[src/rtl/fetch_stage.sv]
// rtl/fetch_stage.sv - instruction fetch sequencer, PC owner and IF/ID pipeline register
module fetch_stage #(
    parameter int                 PC_W     = 16,
    parameter int                 INST_W   = 16,
    parameter logic [PC_W-1:0]    RESET_PC = '0
) (
    input  logic              clk,
    input  logic              reset_n,
    input  logic              stallF,
    input  logic              stallD,
    input  logic              InstBranch,
    input  logic [PC_W-1:0]   branchAddr,
    output logic              imemReq,
    output logic [PC_W-1:0]   imemAddr,
    input  logic              imemAck,
    input  logic [INST_W-1:0] imemData,
    output logic [INST_W-1:0] instD,
    output logic [PC_W-1:0]   pcPlus1D,
    output logic              validD
);

    localparam logic [1:0] ST_IDLE  = 2'd0;
    localparam logic [1:0] ST_REQ   = 2'd1;
    localparam logic [1:0] ST_HOLD  = 2'd2;
    localparam logic [1:0] ST_DRAIN = 2'd3;

    logic [1:0]        r_state;
    logic [PC_W-1:0]   r_pc;
    logic [PC_W-1:0]   r_drain_addr;
    logic [INST_W-1:0] r_buf;
    logic [PC_W-1:0]   r_buf_pc;
    logic [INST_W-1:0] r_inst_d;
    logic [PC_W-1:0]   r_pc_plus1_d;
    logic              r_valid_d;

    logic              w_stall;
    logic [PC_W-1:0]   w_pc_inc;

    assign w_stall  = stallF | stallD;
    assign w_pc_inc = r_pc + {{(PC_W-1){1'b0}}, 1'b1};

    // Request outputs come from registered state only; no path from imemAck.
    assign imemReq  = (r_state == ST_REQ) || (r_state == ST_DRAIN);
    assign imemAddr = (r_state == ST_DRAIN) ? r_drain_addr : r_pc;

    assign instD    = r_inst_d;
    assign pcPlus1D = r_pc_plus1_d;
    assign validD   = r_valid_d;

    always_ff @(posedge clk or negedge reset_n) begin
        if (!reset_n) begin
            r_state      <= ST_IDLE;
            r_pc         <= RESET_PC;
            r_drain_addr <= RESET_PC;
            r_buf        <= '0;
            r_buf_pc     <= '0;
            r_inst_d     <= '0;
            r_pc_plus1_d <= '0;
            r_valid_d    <= 1'b0;
        end else if (InstBranch) begin
            // Redirect wins over everything, including a decode stall.
            r_inst_d     <= '0;
            r_pc_plus1_d <= '0;
            r_valid_d    <= 1'b0;
            r_pc         <= branchAddr;
            case (r_state)
                ST_REQ: begin
                    if (imemAck) begin
                        r_state <= ST_REQ;
                    end else begin
                        r_drain_addr <= r_pc;
                        r_state      <= ST_DRAIN;
                    end
                end
                ST_DRAIN: r_state <= imemAck ? ST_REQ : ST_DRAIN;
                default:  r_state <= ST_REQ;
            endcase
        end else begin
            case (r_state)
                ST_IDLE: r_state <= ST_REQ;
                ST_REQ: begin
                    if (imemAck) begin
                        r_pc <= w_pc_inc;
                        if (!w_stall) begin
                            r_inst_d     <= imemData;
                            r_pc_plus1_d <= w_pc_inc;
                            r_valid_d    <= 1'b1;
                        end else begin
                            r_buf    <= imemData;
                            r_buf_pc <= w_pc_inc;
                            r_state  <= ST_HOLD;
                        end
                    end else if (!stallD) begin
                        r_inst_d     <= '0;
                        r_pc_plus1_d <= '0;
                        r_valid_d    <= 1'b0;
                    end
                end
                ST_HOLD: begin
                    if (!w_stall) begin
                        r_inst_d     <= r_buf;
                        r_pc_plus1_d <= r_buf_pc;
                        r_valid_d    <= 1'b1;
                        r_state      <= ST_REQ;
                    end
                end
                default: begin
                    // Stale data from the pre-redirect request is dropped.
                    r_inst_d     <= '0;
                    r_pc_plus1_d <= '0;
                    r_valid_d    <= 1'b0;
                    if (imemAck) begin
                        r_state <= ST_REQ;
                    end
                end
            endcase
        end
    end

endmodule

[config.mk]
export PLATFORM = sky130hd
export DESIGN_NAME = fetch_stage
export DESIGN_NICKNAME = d
export VERILOG_FILES = /design/src/rtl/fetch_stage.sv
export SDC_FILE = /design/constraint.sdc
export NUM_CORES = 1
export LEC_CHECK = 0
export CORE_ASPECT_RATIO = 1.5
export CORE_MARGIN = 10
export CORE_UTILIZATION = 40
export DETAILED_ROUTE_END_ITERATION = 7
export SETUP_SLACK_MARGIN = 0.2
export SYNTH_ARGS = -nofsm -noshare
export SYNTH_HDL_FRONTEND = slang
export SYNTH_SLANG_ARGS = --single-unit
[constraint.sdc]
create_clock -name clk -period 4.1 [get_ports clk]
set_input_delay 1.025 -clock clk [delete_from_list [all_inputs] [get_ports clk]]
set_output_delay 1.025 -clock clk [all_outputs]
set_load 0.01 [all_outputs]
==> impl_metrics.yaml, run 1 <==
# yosys + openroad results
placement:
  buffer_ports.inserted: 87
  place.gp.congestion: 0.760
  detailedPlace.worstSlack_ns: 0.907
routing:
  drt-pass1-iter-count: 4
  vias_per_cell: 5.21
  first_iter_violations: 114
  ant_nets: 0
  drc_errors: 0
timing:
  finalHoldWorstSlack_ns: 0.479
  worst_pin_slew_ns: 0.687
  final.setup_skew_ns: 0.00713
  report.final.setup_viol: 0
  fmaxAchievable_ghz: 0.326
  final-max-slew-violation-count: 0
  final_critical_path_setup_slack_ns: 1.03
  relSlewSlack_pct: 54.2
  period_needed_ns: 3.07
  final_hold_viol_count: 0
  grt_setup_unrepaired: "false"
synth:
  synthesis.area_per_instance_um2: 10.7
  synth-cells-yosys: 449
  synth_area_mm2: 0.00479
  topCellsByArea: "sky130_fd_sc_hd__dfrtp_1, sky130_fd_sc_hd__mux2_2, sky130_fd_sc_hd__o21ai_0"
  synthArstFlopShare_pct: 100
  fp_nets: 492
  largest_area_cell: "sky130_fd_sc_hd__dfrtp_1"
  yosys.cell_count.top_type: "sky130_fd_sc_hd__dfrtp_1"
  synthesis.instances: 449
  ys.warnings.count: 0
  ys_seq_elements: 99
critical_path:
  worstReg2RegEnd: "r_buf[0]"
  critical_path.max_fanout: 21
  worst-setup-path-type: "reg2out"
  timing.critical_path.to_type: "output port"
  cp.required_ns: 3.07
worst_hold_path:
  min_path_type: "reg2reg"
  min_delay_worst_endpoint: "instD[11]"
  timing.hold.worst.start: "instD[11]"
global_route:
  grt_util_all_layers_pct: 14.1
  grt_first_pass_wirelength_mm: 18.9
  grt_pass1_vias: 3597
  grt_overflow: 0
  grt_antenna_before_repair: 0
floorplanning:
  die.size.y_um: 154
  fp-row-count: 48
  floorplan.core_area_mm2: 0.0116
  floorplan.die.width_um: 109
  io-pin-count: 88
clocking:
  clock_tree.htree_level_count: 3
  cts-resized-gates: 0
  numCtsBuffers: 9
  cts_sinks: 99
  clk_transition_reported_paths_ns: 0.07
power_and_ir_drop:
  peakVddDrop_v: 0.000236
  leakagePower_nw: 2.41
  power.density_mw_per_mm2: 598
layout:
  finalNonFillerCells: 674
  drive_gt1_share_pct: 16.2
  finish.net_count: 562
  area.growth.synth_to_final_pct: 26.7
outcome:
  run_status: "finished clean"
flow_run:
  openroad_warning_count: 29
  drv_cap: 0
[run 1: cells in the final DEF, fill, tap and decap left out, drive strengths merged, types with 4 or more instances in the layout]
master          n
dfrtp          99
clkdlybuf4s50  86
o21ai          54
nand2          48
mux2           47
a22oi          31
xnor2          23
nor2           21
a21oi          17
nor3           11
buf            11
inv            11
clkbuf          9
nor4            9
nand4           8
nand3           6
ha              5
xor2            4
[run 1: per-stage QoR]
step                      utilization (%)  instance area [um^2]  total power [mW]
after floorplan                         -                  4790              2.25
after global placement               49.7                  5760              2.76
after detailed placement             49.7                  5760              2.80
after CTS                            52.3                  6070              3.68
after global routing                 52.3                  6070              3.87
final                                52.3                  6070              3.63
[run 1: power breakdown]
group          total, mW  internal [mW]  switching [mW]  leakage (nW)
sequential          1.47           1.28           0.190          1.24
clock              0.870          0.483           0.387         0.147
combinational       1.29          0.679           0.610          1.02
[run 1: cells by family (layout without fill, tap and decap cells)]
group	after synthesis	after routing	synth area share, %
AOI/OAI and AO/OA	110	110	13.7
xor gates and xnor gates	27	27	4.94
adders and majority gates	5	5	1.31
buffers and inverters	45	120	4.60
DFF	99	99	51.7
muxes	49	49	11.5
and+or+nand+nor	114	114	12.2
[run 1: how the worst max path moves through the flow]
stage	from	endpoint	slack, ns
2_1_floorplan	r_state[0]	imemAddr[0]	1.79
3_3_place_gp	imemAck	r_buf[11]	1.01
3_5_place_dp	imemAck	r_buf[8]	0.91
4_1_cts	r_state[0]	imemAddr[2]	0.99
5_1_grt	r_state[1]	imemAddr[8]	0.92
6_report	r_state[0]	imemAddr[2]	1.03
[run 1: cell type report]
| cell class | instances | area, um^2 | area share [%] |
|---|---|---|---|
| tap | 150 | 188 | 3.09 |
| inverter | 7 | 26.3 | 0.433 |
| sequential | 99 | 2480 | 40.8 |
| multi-input combinational | 305 | 2100 | 34.6 |
| clock buffer | 9 | 225 | 3.71 |
| timing repair buffer | 97 | 968 | 16.0 |
| clock inverter | 7 | 81.3 | 1.34 |
[run 1: flip-flops by register name, summed over array words and instances, names as in the netlist]
name	count
instD	16
pcPlus1D	16
r_buf	16
r_buf_pc	16
r_drain_addr	16
r_pc	16
r_state	2
validD	1
[run 1: metal layers]
metal / track usage [%] / part of all wire (%) / vias to the layer above
met2: 24.3 / 52 / 75
met4: 5.29 / 1.2 / 0
met3: 3.97 / 5.1 / 7
met1: 15.9 / 42 / 1704
li1: - / - / 1725
met5: 0 / 0 / -
[run 1: worst max-delay path: stages, from the launching register on]
cell and delay (ns):
sky130_fd_sc_hd__dfrtp_1 0.40, sky130_fd_sc_hd__ha_1 0.17, sky130_fd_sc_hd__buf_4 0.27, sky130_fd_sc_hd__mux2_2 0.38, sky130_fd_sc_hd__clkdlybuf4s50_1 0.48
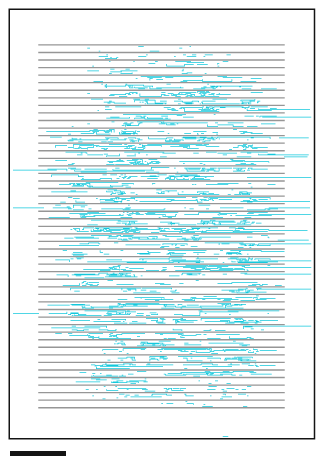
(run_1/m1.png)
Scale bar: 20 um. Supply wires on this layer in gray.
main direction: horizontal
nets with wire on the layer: 502
longest straight run: 25.3 um
share of all routed wire: 42%
met1 track demand over resource in global routing: 15.9%
routed wire length: 11.7 mm
overall via count from detail_route: 3511

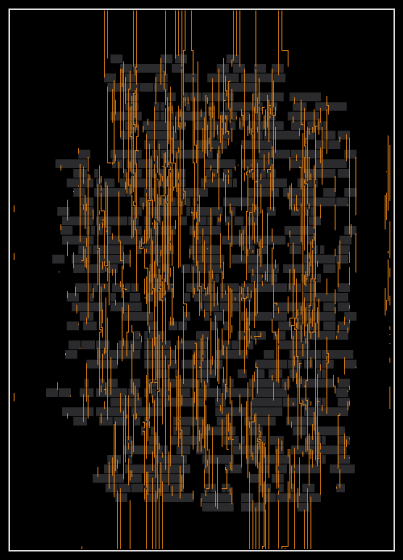
(run_1/m2.png)
nets with wire on the layer: 457
wire length on this layer: 6080 um
met2 capacity usage during global routing: 24.3%

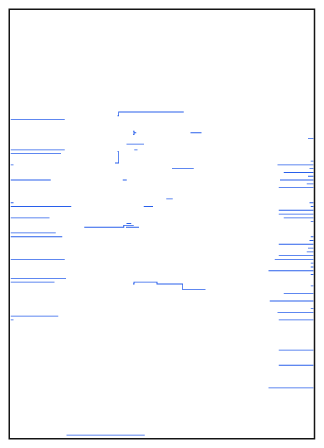
(run_1/m3.png)
main direction: horizontal
nets with wire on the layer: 59
longest straight run: 27.8 um
wire length on this layer: 595 um
met3 routing resource usage after global routing: 3.97%

==> inputs of run 2 (changes only) <==
==> constraint.sdc (replaced) <==
create_clock -name clk -period 2.9 [get_ports clk]
set_input_delay 0.725 -clock clk [delete_from_list [all_inputs] [get_ports clk]]
set_output_delay 0.725 -clock clk [all_outputs]
set_load 0.01 [all_outputs]
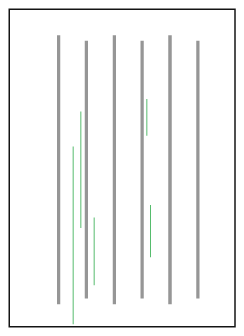
(run_2/m4.png)
Supply wires on this layer in gray.
main direction: vertical
share of all routed wire: 1.8%
overall via count from detail_route: 3645
routed wire length: 11.9 mm

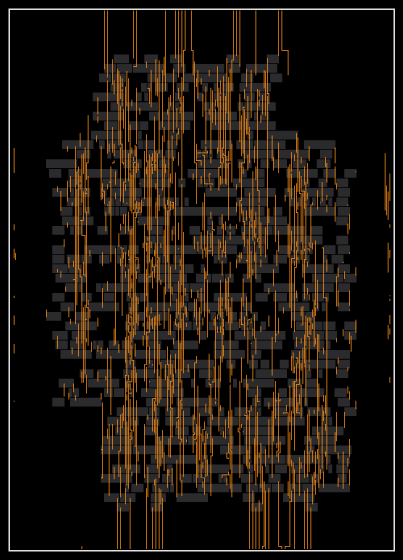
(run_2/m2.png)
nets with wire on the layer: 488
share of all routed wire: 52%
longest straight run: 50.7 um
met2 capacity usage during global routing: 24.9%

==> impl_metrics.yaml, run 2 <==
# yosys + openroad results
outcome:
  run_status: "finished clean"
routing:
  drt-pass1-iter-count: 4
  first_iter_violations: 124
  drc_errors: 0
timing:
  worst_pin_slew_ns: 0.559
  fmaxAchievable_ghz: 0.380
  final.setup_skew_ns: 0.00742
  report.final.setup_viol: 0
  grt_setup_unrepaired: "false"
  relSlewSlack_pct: 62.8
synth:
  yosys-mux-area-fraction_pct: 11.5
  synth_area_mm2: 0.00479
  post_synth_main_logic_family: "AND-OR/OR-AND gates"
  synthesis.instances: 449
  ys.warnings.count: 0
  synthArstFlopShare_pct: 100
  post_synth_ao_oa_area_fraction_pct: 13.7
  synth-cells-yosys: 449
  fa_ha_area_share_pct: 1.31
  synth-simple-area-share_pct: 12.2
  largest_area_cell: "sky130_fd_sc_hd__dfrtp_1"
  fp_nets: 492
  synthesis.area_per_instance_um2: 10.7
  xor_and_xnor_fraction_of_the_mapped_netlist_area_pct: 4.94
global_route:
  grt.met3_usage_pct: 2.55
  grt_pass1_vias: 3822
  grt_util_all_layers_pct: 14.4
  top_usage_layer: "met2"
power_and_ir_drop:
  leakagePower_nw: 2.62
  peakVddDrop_v: 0.000348
  power_mw: 5.16
  power.density_mw_per_mm2: 832
worst_hold_path:
  min_path_type: "in2async"
layout:
  drive_gt1_share_pct: 18.7
  final_layout_top_logic_cell: "sky130_fd_sc_hd__dfrtp_1"
  area.growth.synth_to_final_pct: 29.6
  layout_top_cells_excl_fill_tap: "sky130_fd_sc_hd__dfrtp_1, sky130_fd_sc_hd__clkdlybuf4s50_1, sky130_fd_sc_hd__o21ai_0, sky130_fd_sc_hd__mux2_2, sky130_fd_sc_hd__nand2_1"
placement:
  place.gp.congestion: 0.835
  buffer_ports.inserted: 87
critical_path:
  timing.critical_path.to_type: "output port"
  cp.required_ns: 2.17
  critical_path.max_fanout: 3
floorplanning:
  die.size.y_um: 154
  fp-row-count: 48
  io-pin-count: 88
  floorplan.die.width_um: 109
  floorplan.core_area_mm2: 0.0116
clocking:
  numCtsBuffers: 9
  clk_transition_reported_paths_ns: 0.07
## run 2: final cells by class
cell class,count,area [um^2]
clock buffer,11,253
clock inverter,5,42.5
fill,1073,5390
inverter,7,26.3
multi-input combinational,305,2100
sequential,99,2480
tap,150,188
timing repair buffer,112,1110
## run 2: final timing paths
kind,startpoint,to,slack [ns],cells past startpoint
max,r_state[0],imemReq,0.27,4
min in group clk,instD[6],instD[6],0.48,2
min reg2reg,instD[6],instD[6],0.48,2
max reg2reg,r_state[0],instD[0],0.59,9
max in group asynchronous,reset_n,pcPlus1D[11],1.93,2
min,reset_n,instD[12],0.31,1
## run 2: cells by family after synthesis
family | Yosys count
AOI/OAI and AO/OA | 110
xor gates and xnor gates | 27
adders and majority gates | 5
buffers and inverters | 45
DFF | 99
muxes | 49
and+or+nand+nor | 114
## run 2: per-stage QoR
| step | hold slack (ns) | util (%) | std cells | cell area, um^2 | setup WS, ns |
|---|---|---|---|---|---|
| global placement | 0.460 | 50.4 | 670 | 5840 | 0.425 |
| finish | 0.313 | 53.5 | 689 | 6200 | 0.265 |
| CTS | 0.326 | 53.2 | 688 | 6160 | 0.216 |
| detailed placement | 0.470 | 50.4 | 670 | 5840 | 0.413 |
| global route | 0.344 | 53.5 | 689 | 6200 | 0.216 |
| floorplan | 0.429 | - | 449 | 4790 | 0.889 |
## run 2: metal layers
layer	share of wire (%)	vias to the layer above	wire, um
li1	-	1756	-
met2	52	81	6170
met4	1.8	0	218
met5	0	-	0
met3	4.7	13	565
met1	42	1795	4970
## run 2: critical path, cell delays in order (launching register included)
cell and delay [ns]:
sky130_fd_sc_hd__dfrtp_1 0.40, sky130_fd_sc_hd__buf_4 0.15, sky130_fd_sc_hd__ha_1 0.21, sky130_fd_sc_hd__or2_2 0.31, sky130_fd_sc_hd__clkdlybuf4s50_1 0.49
## run 2: report_power, final
group	switching [mW]	internal [mW]
sequential	0.250	1.81
clock	0.538	0.640
combinational	0.905	1.02
## run 2: timing repair
| action | in CTS | in global routing |
|---|---|---|
| buffers inserted | 2 | 1 |
| resized | 4 | 13 |
| setup endpoints to repair | 15 | 13 |
| hold endpoints to repair | 0 | 0 |
==> inputs of run 3 (changes only) <==
--- a/config.mk
+++ b/config.mk
@@ -5,7 +5,7 @@
 export SDC_FILE = /design/constraint.sdc
 export NUM_CORES = 1
 export LEC_CHECK = 0
-export CORE_ASPECT_RATIO = 1.5
+export CORE_ASPECT_RATIO = 1.75
 export CORE_MARGIN = 10
 export CORE_UTILIZATION = 40
 export DETAILED_ROUTE_END_ITERATION = 7
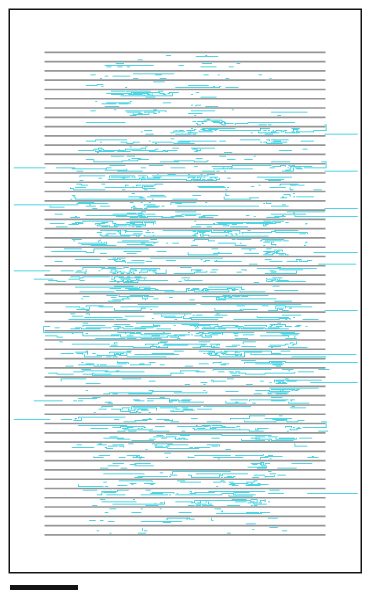
(run_3/m1.png)
Scale bar: 20 um. Supply wires on this layer in gray.
overall via count from detail_route: 3601
met1 track demand over resource in global routing: 17.4%
routed wire length: 12.0 mm

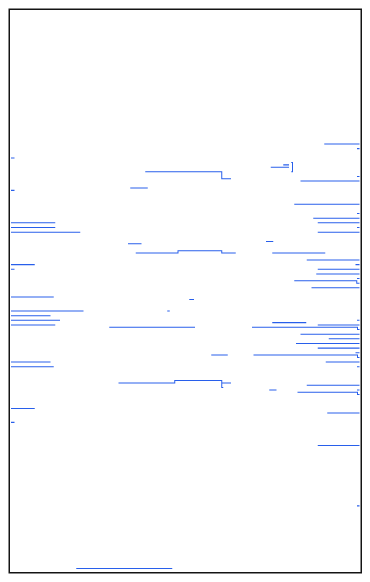
(run_3/m3.png)
met3 routing resource usage after global routing: 2.97%

==> impl_metrics.yaml, run 3 <==
# yosys + openroad results
global_route:
  grt_pass1_vias: 3762
  grt_antenna_before_repair: 0
  grt_overflow: 0
  grt_util_all_layers_pct: 14.5
  grt_first_pass_wirelength_mm: 19.5
synth:
  topCellsByArea: "sky130_fd_sc_hd__dfrtp_1, sky130_fd_sc_hd__mux2_2, sky130_fd_sc_hd__o21ai_0"
  ys_seq_elements: 99
  ys.warnings.count: 0
  largest_area_cell: "sky130_fd_sc_hd__dfrtp_1"
  fp_nets: 492
  synthesis.area_per_instance_um2: 10.7
  synth_area_mm2: 0.00479
  synth-cells-yosys: 449
  synthArstFlopShare_pct: 100
  synthesis.instances: 449
timing:
  final.setup_skew_ns: 0.00720
  period_needed_ns: 2.63
  final_critical_path_setup_slack_ns: 0.269
  fmaxAchievable_ghz: 0.380
  final_hold_viol_count: 0
  finalHoldWorstSlack_ns: 0.353
  report.final.setup_viol: 0
  grt_setup_unrepaired: "true"
  worst_pin_slew_ns: 0.536
  relSlewSlack_pct: 64.3
  final-max-slew-violation-count: 0
power_and_ir_drop:
  leakagePower_nw: 2.56
  power.density_mw_per_mm2: 837
  power_mw: 5.17
  peakVddDrop_v: 0.000403
clocking:
  clock_tree.htree_level_count: 3
  clk_transition_reported_paths_ns: 0.07
  numCtsBuffers: 9
  cts_sinks: 99
floorplanning:
  io-pin-count: 88
  die.size.y_um: 165
  floorplan.core_area_mm2: 0.0116
  fp-row-count: 52
  floorplan.die.width_um: 103
routing:
  drt-pass1-iter-count: 4
  first_iter_violations: 111
  ant_nets: 0
  vias_per_cell: 5.37
critical_path:
  cp_slowest_cell: "sky130_fd_sc_hd__clkdlybuf4s50_1"
  rr_worst_depth: 8
  reg2reg_slack_ns: 0.65
  cp.arrival_ns: 1.91
  path_cells: "buf_4, ha_1, or2_2, clkdlybuf4s50_1"
  crit_path_end: "imemReq"
  timing.critical_path.to_type: "output port"
  critical_path.reg2reg.startpoint: "r_state[0]"
  cp_slowest_stage_delay_ns: 0.49
  worstReg2RegEnd: "pcPlus1D[13]"
  critical_path.top_delay_family: "buffers and inverters"
  worst-path-buf-inv: 2
  worst-setup-path-type: "reg2out"
  crit_cells: 4
placement:
  placed_cells_incl_taps: 652
  place.gp.congestion: 0.839
  detailed_place.area_mm2: 0.00581
layout:
  layout_utilization_pct: 53.0
  drive_gt1_share_pct: 18.3
  final_layout_top_logic_cell: "sky130_fd_sc_hd__dfrtp_1"
  area.growth.synth_to_final_pct: 29.0
  postLayoutCellArea_mm2: 0.00617
  finish.net_count: 573
  layout_top_cells_excl_fill_tap: "sky130_fd_sc_hd__dfrtp_1, sky130_fd_sc_hd__clkdlybuf4s50_1, sky130_fd_sc_hd__o21ai_0, sky130_fd_sc_hd__mux2_2, sky130_fd_sc_hd__nand2_1"
outcome:
  run_status: "finished clean"
flow_run:
  drv_cap: 0
  openroad_warning_count: 30
## run 3: cell type report
cell class | count | area [um^2]
flip-flops and latches | 99 | 2480
fillers | 1051 | 5470
multi-input cells | 305 | 2110
clock buffers | 11 | 253
clock inverters | 5 | 37.5
well taps | 135 | 169
repair buffers | 108 | 1100
inverters | 7 | 26.3
## run 3: layer usage
layer / vias to the layer above / part of all wire, % / track usage [%]
li1: 1757 / - / -
met1: 1752 / 41 / 17.4
met2: 83 / 52 / 24.7
met3: 9 / 5.9 / 2.97
met4: 0 / 1.3 / 5.61
met5: - / 0 / 0
## run 3: worst register-to-register path, delay by kind of cell, from the launching register on
family / cells / cell delay, ns
buf+inv: 3 / 0.56
fa+ha+maj: 1 / 0.50
flops: 1 / 0.41
compound gates: 4 / 0.71
## run 3: how the worst min path moves through the flow
stage	from	end	slack [ns]	cells past startpoint
finish	reset_n	instD[1]	0.35	1
global route	reset_n	instD[1]	0.38	1
CTS	reset_n	instD[1]	0.36	1
detailed placement	instD[7]	instD[7]	0.47	2
global placement	instD[6]	instD[6]	0.46	2
floorplan	reset_n	instD[0]	0.43	0
## run 3: report_power, final
| group | internal [mW] | total [mW] | switching [mW] |
|---|---|---|---|
| Clock | 0.630 | 1.15 | 0.521 |
| Sequential | 1.81 | 2.06 | 0.254 |
| Combinational | 1.03 | 1.96 | 0.923 |
| Total | 3.47 | 5.17 | 1.70 |
## run 3: cell families (layout without fill, tap and decap cells)
group           Yosys count  in the layout  share of synthesized area, %
compound gates          110            110                          13.7
xor+xnor                 27             27                          4.94
fa+ha+maj                 5              5                          1.31
buf+inv                  45            131                          4.60
flops                    99             99                          51.7
mux                      49             49                          11.5
simple gates            114            114                          12.2
## run 3: repair_timing
item	CTS	global route
pin swaps	0	0
gates resized	7	10
cloned	0	1
buffers inserted	1	0
setup endpoints to repair	15	10
Power is estimated from default activity; no workload was simulated.
